## config.mk

```make
export PLATFORM = sky130hd
export DESIGN_NAME = irq_pending_latch
export DESIGN_NICKNAME = d
export VERILOG_FILES = /design/src/rtl/irq_pending_latch.sv
export SDC_FILE = /design/constraint.sdc
export NUM_CORES = 1
export LEC_CHECK = 0
export CORE_ASPECT_RATIO = 1.25
export CORE_MARGIN = 1
export CORE_UTILIZATION = 48
export CTS_BUF_LIST = sky130_fd_sc_hd__clkbuf_4 sky130_fd_sc_hd__clkbuf_8
export DETAILED_ROUTE_END_ITERATION = 8
export PLACE_DENSITY = 0.82
export SKIP_LAST_GASP = 1
export SYNTH_ARGS = -nofsm -noshare
export SYNTH_HDL_FRONTEND = slang
export SYNTH_SLANG_ARGS = --single-unit
export TNS_END_PERCENT = 5
```

## constraint.sdc

```tcl
create_clock -name clk -period 2.1 [get_ports clk]
set_input_delay 0.21 -clock clk [delete_from_list [all_inputs] [get_ports clk]]
set_output_delay 0.21 -clock clk [all_outputs]
set_load 0.01 [all_outputs]
```

## src/rtl/irq_pending_latch.sv

```systemverilog
// Interrupt request front end: synchronises eight request lines, latches edge-mode
// requests until acknowledged, and presents the masked pending vector to the priority encoder.
module irq_pending_latch #(
    parameter int SYNC_STAGES = 2
) (
    input  logic       clk,
    input  logic       rst_n,
    input  logic [7:0] irq_in,
    input  logic       mask_wr,
    input  logic [7:0] mask_wdata,
    input  logic       mode_wr,
    input  logic [7:0] mode_wdata,
    input  logic       ack_valid,
    input  logic [2:0] ack_id,
    output logic [7:0] pend_out,
    output logic       irq_valid,
    output logic [7:0] mask_q,
    output logic [7:0] mode_q,
    output logic [7:0] overflow
);

    logic [SYNC_STAGES-1:0][7:0] sync_r;
    logic [7:0]                  s_d_r;
    logic [7:0]                  pending_r;
    logic [7:0]                  overflow_r;

    logic [7:0] sync_s;
    logic [7:0] rise_s;
    logic [7:0] ack_vec_s;
    logic [7:0] mode_chg_s;
    logic [7:0] pending_nxt_s;
    logic [7:0] overflow_nxt_s;

    assign sync_s = sync_r[SYNC_STAGES-1];

    // Synchroniser chain plus one delayed copy of its output for rise detection
    always_ff @(posedge clk or negedge rst_n) begin
        if (!rst_n) begin
            sync_r <= {SYNC_STAGES{8'h00}};
            s_d_r  <= 8'h00;
        end else begin
            sync_r[0] <= irq_in;
            for (int k = 1; k < SYNC_STAGES; k++) begin
                sync_r[k] <= sync_r[k-1];
            end
            s_d_r <= sync_s;
        end
    end

    // Per-line event vectors: synced rising edge, decoded ack and mode-change strobe
    always_comb begin
        rise_s = sync_s & ~s_d_r;
        if (ack_valid) begin
            ack_vec_s = 8'h01 << ack_id;
        end else begin
            ack_vec_s = 8'h00;
        end
        if (mode_wr) begin
            mode_chg_s = mode_q ^ mode_wdata;
        end else begin
            mode_chg_s = 8'h00;
        end
    end

    // Next-state for pending and overflow; a mode change dominates rise and ack
    always_comb begin
        pending_nxt_s  = pending_r;
        overflow_nxt_s = overflow_r;
        for (int i = 0; i < 8; i++) begin
            if (mode_chg_s[i]) begin
                pending_nxt_s[i]  = 1'b0;
                overflow_nxt_s[i] = 1'b0;
            end else if (mode_q[i]) begin
                // Edge mode: a new rise beats a same-cycle ack
                if (rise_s[i]) begin
                    pending_nxt_s[i] = 1'b1;
                end else if (ack_vec_s[i]) begin
                    pending_nxt_s[i] = 1'b0;
                end else begin
                    pending_nxt_s[i] = pending_r[i];
                end
                if (rise_s[i] && pending_r[i] && !ack_vec_s[i]) begin
                    overflow_nxt_s[i] = 1'b1;
                end else if (ack_vec_s[i]) begin
                    overflow_nxt_s[i] = 1'b0;
                end else begin
                    overflow_nxt_s[i] = overflow_r[i];
                end
            end else begin
                pending_nxt_s[i]  = sync_s[i];
                overflow_nxt_s[i] = overflow_r[i];
            end
        end
    end

    // Pending and overflow state
    always_ff @(posedge clk or negedge rst_n) begin
        if (!rst_n) begin
            pending_r  <= 8'h00;
            overflow_r <= 8'h00;
        end else begin
            pending_r  <= pending_nxt_s;
            overflow_r <= overflow_nxt_s;
        end
    end

    // Software-visible mask and mode registers
    always_ff @(posedge clk or negedge rst_n) begin
        if (!rst_n) begin
            mask_q <= 8'h00;
            mode_q <= 8'h00;
        end else begin
            if (mask_wr) begin
                mask_q <= mask_wdata;
            end
            if (mode_wr) begin
                mode_q <= mode_wdata;
            end
        end
    end

    assign pend_out  = pending_r & mask_q;
    assign irq_valid = |pend_out;
    assign overflow  = overflow_r;

endmodule

```

==> Implementation_results.wiki, run 1 <==
== Metrics ==
{| class="wikitable"
! Metric !! Value
|-
| Remaining global-route overflow || 0
|-
| CTS H-Tree Depth || 2
|-
| Final Hold Violating Endpoints || 0
|-
| Non-clock inverter total of the final layout || 10
|-
| GR met2 Demand/Resource || 35.6%
|-
| Max Cap Violations || 0
|-
| Buffers & Inverters on Critical Path || 1
|-
| Clock-pin slew on the worst setup and hold paths || 0.09 ns
|-
| Count of buffers not belonging to the clock network in the layout || 79
|-
| Final standard cell count with taps included and fillers excluded || 314
|-
| CP top delay family || simple AND/OR/NAND/NOR gates
|-
| Maximum fanout along the worst path || 2
|-
| Cells in synth_stat.txt || 173
|-
| Logic depth of the worst path, buffers included || 4
|-
| Aggregate global-route resource usage || 21.2%
|-
| Filler Cell Count || 316
|-
| Met3 WL post-DR || 254 um
|-
| Highest routing layer actually used || met4
|-
| Clk root buf || sky130_fd_sc_hd__clkbuf_8
|-
| Layout clock buffers || 6
|-
| Yosys Warn Count || 0
|-
| Post-layout nets || 287
|-
| MUX share of area || 5.70%
|-
| Main kind of combinational logic by area || simple AND/OR/NAND/NOR gates
|-
| Final clock period utilization by the worst path || 102%
|-
| Met3 usage || 6.85%
|-
| Run status || finished, violations left
|-
| Combinational cell power || 464 uW
|-
| Post-route setup TNS || -0.0386 ns
|-
| Int Pwr || 1810 uW
|-
| Depth of the worst hold-timing path || 1
|-
| Nature of the critical path startpoint || register
|-
| Violations in the final reports || setup timing
|-
| Register-to-Register Setup Slack || 0.99 ns
|-
| Sequential-to-total area share from yosys stat || 64.5%
|-
| Setup violation total in the final timing report || 1
|-
| Cell area power density || 774 nW/um2
|-
| Final setup slack of the worst path || -0.0386 ns
|-
| Buffer share of cell area || 24.4%
|-
| Initial DRT Pass Iterations || 4
|-
| Comb_multi_in || 103
|-
| Core utilization before placement || 49.8%
|-
| Yosys stat area || 2170 um2
|-
| Routed length on met1 || 1910 um
|-
| Floorplan die area || 4800 um2
|-
| Post-place instance area || 2970 um2
|-
| Tmin final || 2.14 ns
|}
run 1: synthesized netlist by cell type:
cell / instances / area (um2)
sky130_fd_sc_hd__a21oi_1: 3 / 15.0
sky130_fd_sc_hd__a221oi_1: 3 / 26.3
sky130_fd_sc_hd__a22oi_1: 4 / 30.0
sky130_fd_sc_hd__a311oi_1: 1 / 8.76
sky130_fd_sc_hd__a31oi_1: 1 / 6.26
sky130_fd_sc_hd__a32oi_1: 4 / 35.0
sky130_fd_sc_hd__a41oi_1: 3 / 26.3
sky130_fd_sc_hd__and2_1: 11 / 68.8
sky130_fd_sc_hd__and2_4: 1 / 8.76
sky130_fd_sc_hd__and4b_1: 4 / 40.0
sky130_fd_sc_hd__clkbuf_1: 4 / 15.0
sky130_fd_sc_hd__dfrtp_1: 56 / 1400
sky130_fd_sc_hd__inv_1: 10 / 37.5
sky130_fd_sc_hd__mux2_1: 11 / 124
sky130_fd_sc_hd__nand2_1: 17 / 63.8
sky130_fd_sc_hd__nand2b_1: 1 / 6.26
sky130_fd_sc_hd__nand3b_1: 2 / 15.0
sky130_fd_sc_hd__nand4_1: 1 / 6.26
sky130_fd_sc_hd__nand4b_1: 3 / 26.3
sky130_fd_sc_hd__nor2_1: 8 / 30.0
sky130_fd_sc_hd__nor3_1: 2 / 10.0
sky130_fd_sc_hd__nor4bb_1: 2 / 20.0
sky130_fd_sc_hd__o21ai_1: 5 / 25.0
sky130_fd_sc_hd__o22ai_1: 4 / 25.0
sky130_fd_sc_hd__o311ai_1: 1 / 8.76
sky130_fd_sc_hd__or2_2: 1 / 6.26
sky130_fd_sc_hd__or4_1: 2 / 15.0
sky130_fd_sc_hd__or4b_1: 1 / 10.0
sky130_fd_sc_hd__xor2_1: 7 / 61.3
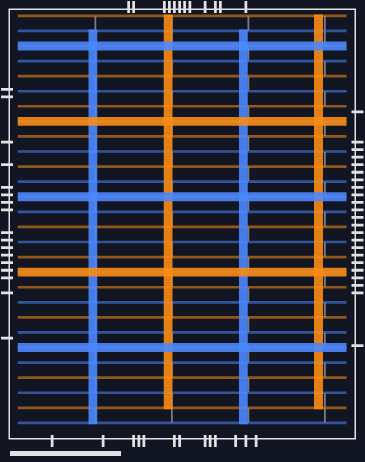
run_1/power_grid.png
The bar under the picture is 20 um long. Pins as bars on the die edge. Tap cells in gray.
legend:
  VSS:
    color: blue
  VDD:
    color: orange
met1 rails: 28
met5 straps: 5
signal pins: 65
Core ar.: 4360 um2
peak supply drop: 614 uV
die x size: 62.2 um

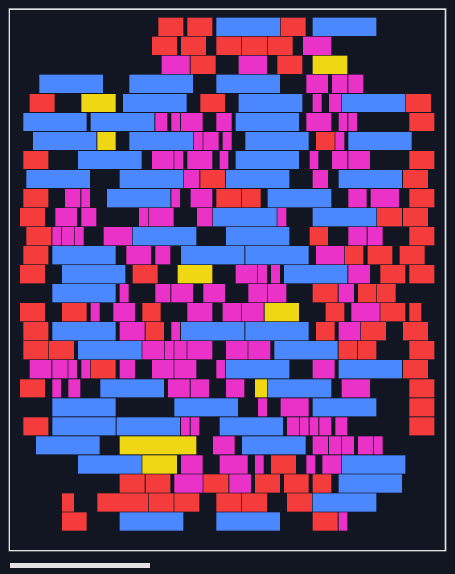
run_1/placement_by_type.png
The bar under the picture is 20 um long.
legend:
  combinational and other logic:
    color: magenta
    cells: 113
  clock drivers and dummy loads:
    color: yellow
    cells: 8
  flops:
    color: blue
    cells: 56
  other buffers and delay cells:
    color: red
    cells: 79
fraction of standard cell area that is sequential: 45.2%
standard-cell row count: 27

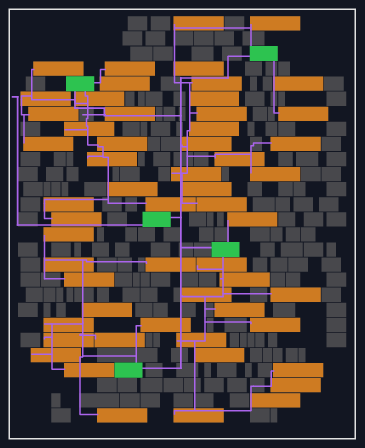
run_1/clk_routes.png
legend:
  clock wires:
    color: purple
    length: 566 um
  flip-flops:
    color: orange
    count: 56
  clock drivers:
    color: green
    count: 5
flops lie: all over the die
clock skew after layout: 0.00442 ns
power attributed to the clock group: 696 uW
power share of the clock group: 29.0%

==> run 2: changes to the inputs <==
--- a/config.mk
+++ b/config.mk
@@ -9,6 +9,7 @@
 export CORE_MARGIN = 1
 export CORE_UTILIZATION = 48
 export CTS_BUF_LIST = sky130_fd_sc_hd__clkbuf_4 sky130_fd_sc_hd__clkbuf_8
+export CTS_CLUSTER_DIAMETER = 60
 export DETAILED_ROUTE_END_ITERATION = 8
 export PLACE_DENSITY = 0.82
 export SKIP_LAST_GASP = 1
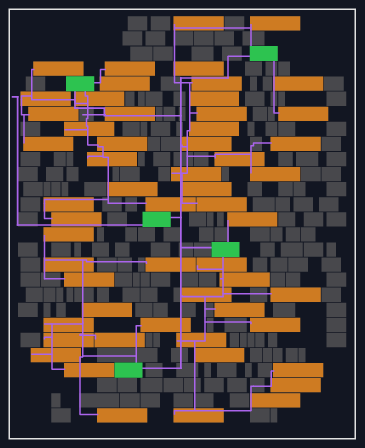
run_2/clk_routes.png
legend:
  clock drivers:
    color: green
    count: 5
  flip-flops:
    color: orange
    count: 56
  clock wires:
    color: purple
    length: 566 um
flops lie: all over the die
routed clock nets: 6
clock latency at the later pin of the worst-skew pair: 0.31 ns

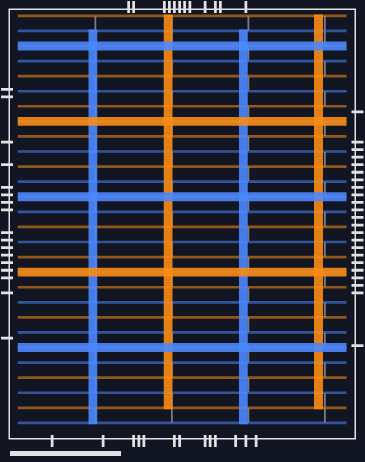
run_2/power_grid.png
The bar under the picture is 20 um long. Pins as bars on the die edge. Tap cells in gray.
legend:
  VSS:
    color: blue
  VDD:
    color: orange
rows: 27
signal pins: 65
met1 rails: 28
met4 straps: 4
met5 straps: 5

==> run 2 against run 1 <==
Compared with the run above:
- the run still ends with setup timing left
- clock-buffer cell count did not move
- flip-flop count did not move
- power did not move
- combinational power barely moved
- area after synthesis did not move
- synthesized cell count did not move
- largest cell class unchanged
- clock skew did not move
- critical path depth did not move
==> Implementation_results.wiki, run 2 <==
== Metrics ==
{| class="wikitable"
! Metric !! Value
|-
| Run status || finished, violations left
|-
| Violations in the final reports || setup timing
|-
| Aggregate global-route resource usage || 21.2% (unchanged)
|-
| Setup violation total in the final timing report || 1 (unchanged)
|-
| Final Hold Violating Endpoints || 0 (unchanged)
|-
| Yosys stat area || 2170 um2 (unchanged)
|-
| Number of enable flip-flop cells || 0 (unchanged)
|-
| Post-synthesis share of cell area spent on xor and xnor gates || 2.82%
|-
| CTS H-Tree Depth || 2 (unchanged)
|-
| Final routed DRC violation total || 0
|-
| Worst min-delay path startpoint || irq_in[4]
|-
| Top-area cell type share of the netlist area || 64.5% (unchanged)
|-
| Clock-pin slew on the worst setup and hold paths || 0.09 ns (about the same)
|-
| Most frequent cells after synthesis || sky130_fd_sc_hd__dfrtp_1 (56), sky130_fd_sc_hd__nand2_1 (17), sky130_fd_sc_hd__and2_1 (11), sky130_fd_sc_hd__mux2_1 (11), sky130_fd_sc_hd__inv_1 (10)
|-
| Clock buffers created by TritonCTS || 5
|-
| Clock skew after layout || 0.00442 ns (unchanged)
|-
| Yosys Warn Count || 0 (unchanged)
|-
| Unrepaired setup endpoints after global routing || true
|-
| Post-synth net total || 205
|-
| Floorplan die area || 4800 um2 (unchanged)
|-
| Maximum fanout along the worst path || 2 (unchanged)
|-
| Cells in synth_stat.txt || 173 (unchanged)
|-
| Post-synthesis instance area || 2170 um2
|-
| Final setup slack of the worst path || -0.0386 ns (unchanged)
|-
| Remaining global-route overflow || 0 (unchanged)
|-
| Register-to-Register Setup Slack || 0.99 ns (about the same)
|-
| MUX share of area || 5.70% (unchanged)
|-
| Sequential-to-total area share from yosys stat || 64.5% (unchanged)
|-
| Max Cap Violations || 0 (unchanged)
|-
| Share of async-settable or async-resettable flops after synthesis || 100% (unchanged)
|-
| Cell taking the most area after synthesis || sky130_fd_sc_hd__dfrtp_1
|-
| Cell area power density || 774 nW/um2 (unchanged)
|-
| Core ar. || 4360 um2 (unchanged)
|-
| Clk root buf || sky130_fd_sc_hd__clkbuf_8
|-
| Standard-cell row count || 27 (unchanged)
|-
| Number of vias per cell after detailed routing || 5.33
|-
| Final standard cell count with taps included and fillers excluded || 314 (unchanged)
|-
| Unique cell type count in the Yosys netlist || 29
|-
| Most repeated cell in the gate-level netlist after synthesis || sky130_fd_sc_hd__dfrtp_1
|-
| Tmin final || 2.14 ns (unchanged)
|-
| Post-route antenna net violation count || 0
|-
| DRC violation total after the first TritonRoute iteration || 48
|-
| Worst Setup Slack post-DPL || -0.125 ns
|-
| Main kind of combinational logic by area || simple AND/OR/NAND/NOR gates
|-
| Primary flip-flop cell chosen by synthesis mapping || sky130_fd_sc_hd__dfrtp_1
|-
| Number of buffers on the longest clock path || 2
|-
| Post-layout nets || 287 (unchanged)
|-
| Max-slew violation count || 0
|-
| Nature of the critical path startpoint || register
|-
| Peak supply drop || 614 uV (unchanged)
|-
| DP HPWL || 3470 um
|-
| Die x size || 62.2 um (unchanged)
|-
| Initial DRT Pass Iterations || 4 (unchanged)
|-
| Final clock period utilization by the worst path || 102% (unchanged)
|-
| Core utilization before placement || 49.8% (unchanged)
|-
| Largest cells by area after synthesis || sky130_fd_sc_hd__dfrtp_1 (65%), sky130_fd_sc_hd__mux2_1 (5.7%), sky130_fd_sc_hd__and2_1 (3.2%), sky130_fd_sc_hd__nand2_1 (2.9%), sky130_fd_sc_hd__xor2_1 (2.8%)
|-
| Overall routed net length || 4580 um
|-
| Depth of the worst hold-timing path || 1 (unchanged)
|}
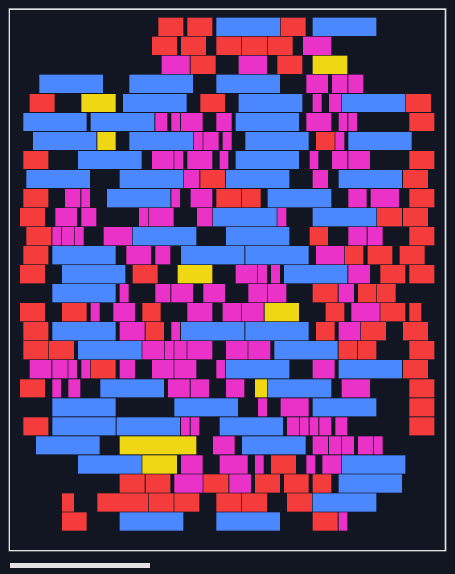
run_2/placement_by_type.png
The bar under the picture is 20 um long.
legend:
  flops:
    color: blue
    cells: 56
  clock drivers and dummy loads:
    color: yellow
    cells: 8
  combinational and other logic:
    color: magenta
    cells: 113
  other buffers and delay cells:
    color: red
    cells: 79

run 2: cell counts in the layout (fill, tap and decap cells not counted):
No cell type changed its count.
run 2: report_power, final:
group / total [uW] / internal (uW) / leakage, uW / switching [uW]
clock: 696 / 367 / 0.0000586 / 329
combinational: 464 / 275 / 0.000641 / 189
sequential: 1240 / 1170 / 0.000677 / 72.0
run 2: timing repair:
action                                  in CTS  in global routing
setup buffers                                1                  1
endpoints found under the setup margin       1                  1
pin swaps                                    4                  0
endpoints found under the hold margin       24                  0
hold buffers                                 1                  0
gates resized                                5                  0
run 2: critical path: cells and delay by family, from the launching register on:
family                 cells  cell delay [ns]
flip-flops                 1             0.39
AND/OR/NAND/NOR            3             1.07
buffers and inverters      1             0.16
run 2: how the worst max path moves through the flow:
stage,endpoint
floorplan,irq_valid
global placement,irq_valid
detailed placement,irq_valid
CTS,irq_valid
global route,irq_valid
finish,irq_valid
run 2: routing by layer:
metal	up-vias	routed length [um]	global-route usage, %
li1	785	-	-
met1	827	1910	24.9
met2	54	2320	35.6
met3	9	254	6.85
met4	0	104	9.07
met5	-	0	0
run 2: final cells by class:
type                       instances  area [um2]
sequential                        56        1400
fill                             316        1260
timing repair buffer              79         758
multi-input combinational        103         721
clock buffer                       6        76.3
tap                               58        72.6
inverter                          10        37.5
clock inverter                     2        35.0
run 2: through the flow:
| step | area (um2) | hold WS [ns] | setup TNS [ns] |
|---|---|---|---|
| final | 3100 | 0.325 | -0.0386 |
| after global routing | 3100 | 0.312 | -0.119 |
| after CTS | 3090 | 0.313 | -0.0539 |
| after detailed placement | 2970 | 0.232 | -0.125 |
| after global placement | 2970 | 0.226 | -0.0636 |
| after floorplan | 2170 | -0.0856 | 0 |
Power is estimated from default activity; no workload was simulated.
